**The metal 1 layer**

The bar under the picture is 20 µm long. Supply wires on this layer in gray.
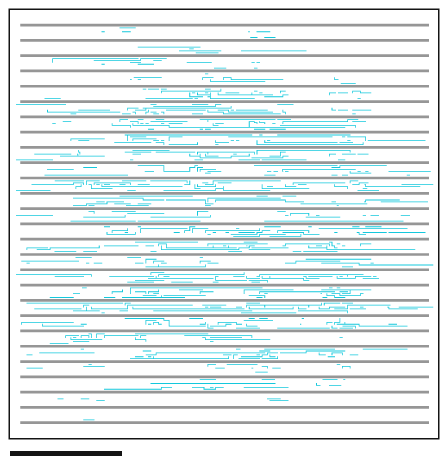
**Track usage over the die**

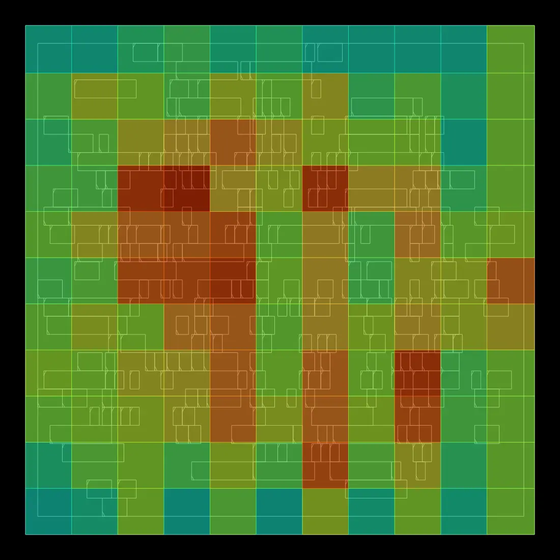
**M2 wires**

Cells faint in the background.
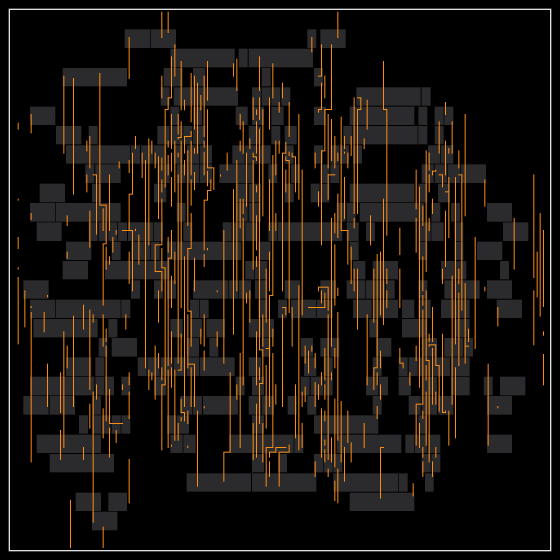
**Signal metal coverage by tile**

15 x 15 tiles, from dark blue (low) to red (high), scaled to the fullest tile. Values are wire area over tile area, all layers added.
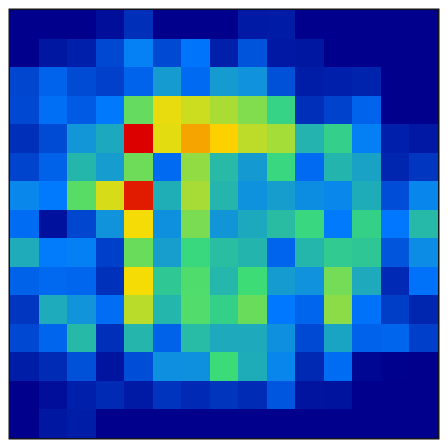
**Signal wires on met3**

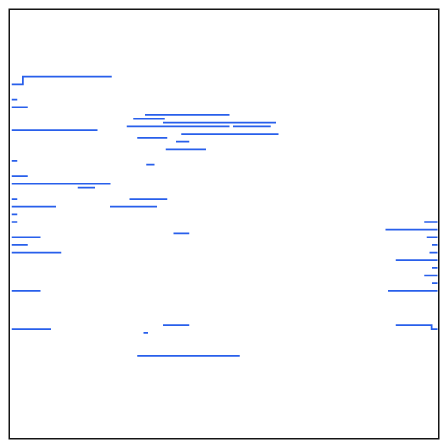
File: config.mk
export PLATFORM = sky130hd
export DESIGN_NAME = regfile_multiport
export DESIGN_NICKNAME = d
export VERILOG_FILES = /design/src/rtl/regfile_multiport.sv
export SDC_FILE = /design/constraint.sdc
export NUM_CORES = 1
export LEC_CHECK = 0
export ABC_AREA = 1
export CAP_MARGIN = 20
export CORE_MARGIN = 1.5
export CORE_UTILIZATION = 30
export CTS_CLUSTER_SIZE = 30
export DETAILED_ROUTE_END_ITERATION = 10
export PLACE_DENSITY_LB_ADDON = 0.15
export SLEW_MARGIN = 10
export SYNTH_ARGS = -nofsm -noshare
export SYNTH_HDL_FRONTEND = slang
export SYNTH_SLANG_ARGS = --single-unit
File: constraint.sdc
create_clock -name CLK -period 2 [get_ports CLK]
set_input_delay 0.4 -clock CLK [delete_from_list [all_inputs] [get_ports CLK]]
set_output_delay 0.4 -clock CLK [all_outputs]
set_load 0.005 [all_outputs]
File: src/rtl/regfile_multiport.sv
// regfile_multiport: parametrised register file with N_WRITE write ports and
// N_READ read ports. Highest-index write port wins on address collisions,
// out-of-range writes are dropped and out-of-range reads return zero.
// Optional write->read bypass (write-first) and optional registered reads.
//
// Read handshake: read_valid[j] qualifies read_data[j]. With READ_LATENCY=1 a
// read issued with read_en[j]=1 on an edge produces read_valid[j]=1 for the
// following cycle; with read_en[j]=0 the data holds and the valid drops. With
// READ_LATENCY=0 read_valid[j] is simply "out of reset" and read_en is ignored.
module regfile_multiport #(
   parameter int               WIDTH        = 4,
   parameter int               DEPTH        = 4,
   parameter int               ADDR_W       = $clog2(DEPTH),
   parameter int               N_WRITE      = 2,
   parameter int               N_READ       = 2,
   parameter int               READ_LATENCY = 1,
   parameter int               BYPASS       = 1,
   parameter logic [WIDTH-1:0] INIT         = '0
) (
   input  logic                       CLK,
   input  logic                       ASYNCRESETN,
   input  logic [N_WRITE-1:0]         write_en,
   input  logic [N_WRITE*ADDR_W-1:0]  write_addr,
   input  logic [N_WRITE*WIDTH-1:0]   write_data,
   input  logic [N_READ-1:0]          read_en,
   input  logic [N_READ*ADDR_W-1:0]   read_addr,
   output logic [N_READ*WIDTH-1:0]    read_data,
   output logic [N_READ-1:0]          read_valid
);

   // Storage and its next-cycle image (the image doubles as the bypass source).
   logic [WIDTH-1:0] mem_q [DEPTH];
   logic [WIDTH-1:0] mem_d [DEPTH];

   // Value each read port would see this cycle without a read register.
   logic [N_READ-1:0][WIDTH-1:0] rd_comb;

   // Registered read path.
   logic [N_READ-1:0][WIDTH-1:0] rd_data_q;
   logic [N_READ-1:0][WIDTH-1:0] rd_data_d;
   logic [N_READ-1:0]            rd_valid_q;
   logic [N_READ-1:0]            rd_valid_d;

   // Merge enabled writes in ascending port order so the highest port wins.
   always_comb begin
      for (int i = 0; i < DEPTH; i++) begin
         mem_d[i] = mem_q[i];
      end
      for (int k = 0; k < N_WRITE; k++) begin
         if (write_en[k] && (32'(write_addr[k*ADDR_W +: ADDR_W]) < DEPTH)) begin
            mem_d[write_addr[k*ADDR_W +: ADDR_W]] = write_data[k*WIDTH +: WIDTH];
         end
      end
   end

   // Storage register; reset loads INIT into every entry.
   always_ff @(posedge CLK or negedge ASYNCRESETN) begin
      if (!ASYNCRESETN) begin
         for (int i = 0; i < DEPTH; i++) begin
            mem_q[i] <= INIT;
         end
      end else begin
         for (int i = 0; i < DEPTH; i++) begin
            mem_q[i] <= mem_d[i];
         end
      end
   end

   // Combinational read: write-first sees the merged image, read-first the old one.
   always_comb begin
      for (int j = 0; j < N_READ; j++) begin
         rd_comb[j] = '0;
         if (32'(read_addr[j*ADDR_W +: ADDR_W]) < DEPTH) begin
            if (BYPASS != 0) begin
               rd_comb[j] = mem_d[read_addr[j*ADDR_W +: ADDR_W]];
            end else begin
               rd_comb[j] = mem_q[read_addr[j*ADDR_W +: ADDR_W]];
            end
         end
      end
   end

   // Read register next state: capture on read_en, otherwise hold data and drop valid.
   always_comb begin
      rd_data_d  = rd_data_q;
      rd_valid_d = '0;
      for (int j = 0; j < N_READ; j++) begin
         if (read_en[j]) begin
            rd_data_d[j]  = rd_comb[j];
            rd_valid_d[j] = 1'b1;
         end
      end
   end

   // Read register; cleared by reset.
   always_ff @(posedge CLK or negedge ASYNCRESETN) begin
      if (!ASYNCRESETN) begin
         rd_data_q  <= '0;
         rd_valid_q <= '0;
      end else begin
         rd_data_q  <= rd_data_d;
         rd_valid_q <= rd_valid_d;
      end
   end

   generate
      if (READ_LATENCY == 0) begin : g_comb_read
         assign read_data  = rd_comb;
         assign read_valid = {N_READ{ASYNCRESETN}};
      end else begin : g_reg_read
         assign read_data  = rd_data_q;
         assign read_valid = rd_valid_q;
      end
   endgenerate

endmodule
==> summary.txt <==
Notes on the flow outputs.

- The count of cells along the worst register-to-register path is 8.
- Before any placement, the netlist area is recorded as 1600 µm².
- The min-delay analysis places its worst path in the category in -> async.
- The clock latency at the later pin of the worst-skew pair reads about 0.28 ns.
- The power report puts the leakage power at 1.11 nW.
- The diode insertion count for antenna repair is 0.
- Overall power consumption after layout is estimated at 1.45 mW.
- The post-synth net total reads 260.
- The maximum fanout along the worst path reads 7.
- The peak supply drop is around 320 µV.
- The required time at the worst-slack endpoint is 2.17 ns.
- The AND-OR/OR-AND share of the synthesized area is 0%.
- The chip occupies 5790 µm².
- The type of the worst setup path reads in -> reg.
- The run reported a max-capacitance violation count of 0.
- The maximum clock path buffer count is 2.
- The script computed a power per unit cell area of 692 nW/µm².
- The worst setup path is captured at a flip-flop.
- The number of port buffers reads 31.
- In the Yosys report, the sequential cells make up slightly above 40% of the chip area.
- The mean number of vias per cell reads 4.92.
- The max-slew violation count is 0.
- The fraction of the mapped netlist area in adder cells reads 0%.
- The die extent in x is 76.1 µm.
- The final timing report derives a shortest allowable period of 1.79 ns.
- Across all checked pins, the minimum headroom to the slew limit is between 70% and 80%.
- The share of the cycle needed by the critical path after routing reads 89.5%.
- The final-layout worst hold slack is 0.476 ns.
- In the Yosys report the total cell count is 238.
- Per the CTS log, the maximum H-tree level is 1.
- The xor and xnor area share after synthesis reads 0%.
- Setup repair after global routing left no endpoint under its margin.
- The number of sinks on the clock net reads 26.
- Per the finish-stage timing summary, setup violations number 0.
- For the completed layout, the total cell area is recorded as 2100 µm².
- The multiplexer area fraction after synthesis reads 0%.
- The average footprint of a synthesized cell is ~6.7 µm².
- Per the timing report, the achievable frequency comes out to 559 MHz.
- Per the OpenROAD floorplan log, the height of the die is 76.1 µm.
- The core area reads approximately 5000 µm².
- The total of warnings raised by yosys reads 0.
- The flow ran to the end, and the final reports show no timing, DRC or antenna violations.
- The placement row count reads 26.
- TritonCTS built the clock tree.
- Listed in order, past its start point the critical path passes clkdlybuf4s50_1 > nand2_1 > nor2_2 > nand2_1 > nand3_1 > nand3_1 > nand3_1 > nand2_1 > nand2_1 > nand2_1.
- The fraction of the mapped netlist area in simple logic gates is 49.3%.
- The finished design was reported to have a net count of 301.
- The antenna violation net count after detailed routing is 0.
- The number of buffers added for setup after CTS reads 0.
- In the placement report, post-DP HPWL is listed as 3.92 mm.
- Looking at the reg2reg group, the worst path ends at read_data[6].
- The delay contributed by the slowest stage of the critical path is 0.67 ns.
- The number of antenna violations at the first check in global routing was 0.
- The flip-flop and latch count after synthesis is 26.
- The number of resized instances in the post-cts repair step reads 0.
- The number of I/O pins reads 32.
- Per STA, the library cell used most along the worst path is sky130_fd_sc_hd__nand2_1.
- The first global-routing pass estimated about 8.5 mm of wire.
- The number of standard cells after synthesis reads around 240.
- The number of buffers added by the clock tree synthesis step is 3.
- In this run the cell area measured after placement is 2050 µm².
- In the synthesized netlist, the dominant kind of combinational cell is simple AND/OR/NAND/NOR gates.
- The startpoint kind of the worst setup timing path reads a primary input.
- The library cell used as clock root buffer is sky130_fd_sc_hd__clkbuf_8.
- Routability-driven placement finished with a final weighted congestion of 0.879.
- The number of library cell types mapped by synthesis reads 13.
- The via count of the first global-routing pass is 1755.
- Per the detail_route report, DRC violations left total 0.
Back to the opening pictures, 'the metal 1 layer':
longest straight run: 31.3 µm
nets with wire on the layer: 262
vias post-DR: 1712
GRT met1 Usage: 25.2%
overall routed net length: 4.99 mm

Back to the opening pictures, 'track usage over the die':
average detailed-routed wire length per instance: 14.3 µm
M2 GR Usage: 28.8%
fin util: 40.9%

Back to the opening pictures, 'M2 wires':
nets with wire on the layer: 249
share of all routed wire: 46%
longest straight run: 31.1 µm
wire length on this layer: 2290 µm

Back to the opening pictures, 'signal metal coverage by tile':
densest ninth of the die: center
mean over tiles: 0.14
emptiest ninth of the die: north-east
nearly empty tiles: 18%
GR Util All Layers: 18.4%

Back to the opening pictures, 'signal wires on met3':
main direction: horizontal
wire length on this layer: 274 µm
nets with wire on the layer: 38
share of all routed wire: 5.5%
GR Util met3: 2.99%

==> sequential cells by signal (all words and copies together), names as in the netlist <==
| name | cells |
|---|---|
| read_valid | 2 |
| read_data | 8 |
| mem_q | 16 |
==> worst max-delay path by stage <==
stage                             start      endpoint  slack, ns
after floorplan           write_addr[1]  read_data[0]       0.74
after CTS                 write_addr[0]  read_data[6]       0.20
final                     write_addr[0]  read_data[6]       0.21
after global routing        write_en[0]  read_data[5]       0.06
after detailed placement  write_addr[0]  read_data[6]      -0.08
after global placement    write_addr[0]  read_data[6]      -0.07
==> power by group <==
part           internal, mW  switching, mW  total [mW]
Sequential            0.608         0.0287       0.637
Clock                 0.177          0.181       0.357
Combinational         0.201          0.259       0.460
==> final cells by class <==
| type | instances | area [µm²] |
|---|---|---|
| Multi-Input combinational cell | 173 | 791 |
| Clock buffer | 4 | 55.1 |
| Tap cell | 70 | 87.6 |
| Fill cell | 581 | 3040 |
| Inverter | 33 | 124 |
| Timing Repair Buffer | 42 | 393 |
| Sequential cell | 26 | 651 |
==> logic make-up after synthesis <==
kind of cell           Yosys count
flip-flops                      26
buffers and inverters           39
AND/OR/NAND/NOR                173
==> Yosys cell counts (all sizes together) <==
library cell / number / share of area, %
nand4: 8 / 3.1
nor2: 3 / 1.5
nand2: 87 / 20
clkbuf: 2 / 0.47
inv: 33 / 7.7
buf: 4 / 1.9
dfrtp: 26 / 41
nand3: 75 / 24
==> critical path: cells and delay by family <==
family | cells | cell delay [ns]
simple gates | 9 | 0.90
buf+inv | 1 | 0.67
==> layer usage <==
layer	vias up	GRT usage, %	routed length (µm)
met5	-	0	0
met2	57	28.8	2290
li1	848	-	-
met3	9	2.99	274
met4	0	7.96	99
met1	798	25.2	2330
==> cells in the final DEF (no fill, tap or decap), types with 2 or more instances in the layout <==
cell type                          n
sky130_fd_sc_hd__clkbuf_8          4
sky130_fd_sc_hd__inv_2             5
sky130_fd_sc_hd__nand3_1          72
sky130_fd_sc_hd__nor2_2            2
sky130_fd_sc_hd__clkdlybuf4s50_1  31
sky130_fd_sc_hd__nand4_1           8
sky130_fd_sc_hd__nand2_1          87
sky130_fd_sc_hd__nand3_2           3
sky130_fd_sc_hd__dfrtp_1          26
sky130_fd_sc_hd__buf_4            11
sky130_fd_sc_hd__inv_1            28
==> through the flow <==
| step | setup slack (ns) | TNS, ns | std cells |
|---|---|---|---|
| global placement | -0.0736 | -0.350 | 344 |
| global route | 0.0617 | 0 | 348 |
| detailed placement | -0.0834 | -0.316 | 344 |
| finish | 0.210 | 0 | 348 |
| floorplan | 0.736 | 0 | 238 |
| CTS | 0.202 | 0 | 348 |
No activity file was given, so power comes from the tool's default toggle rates.
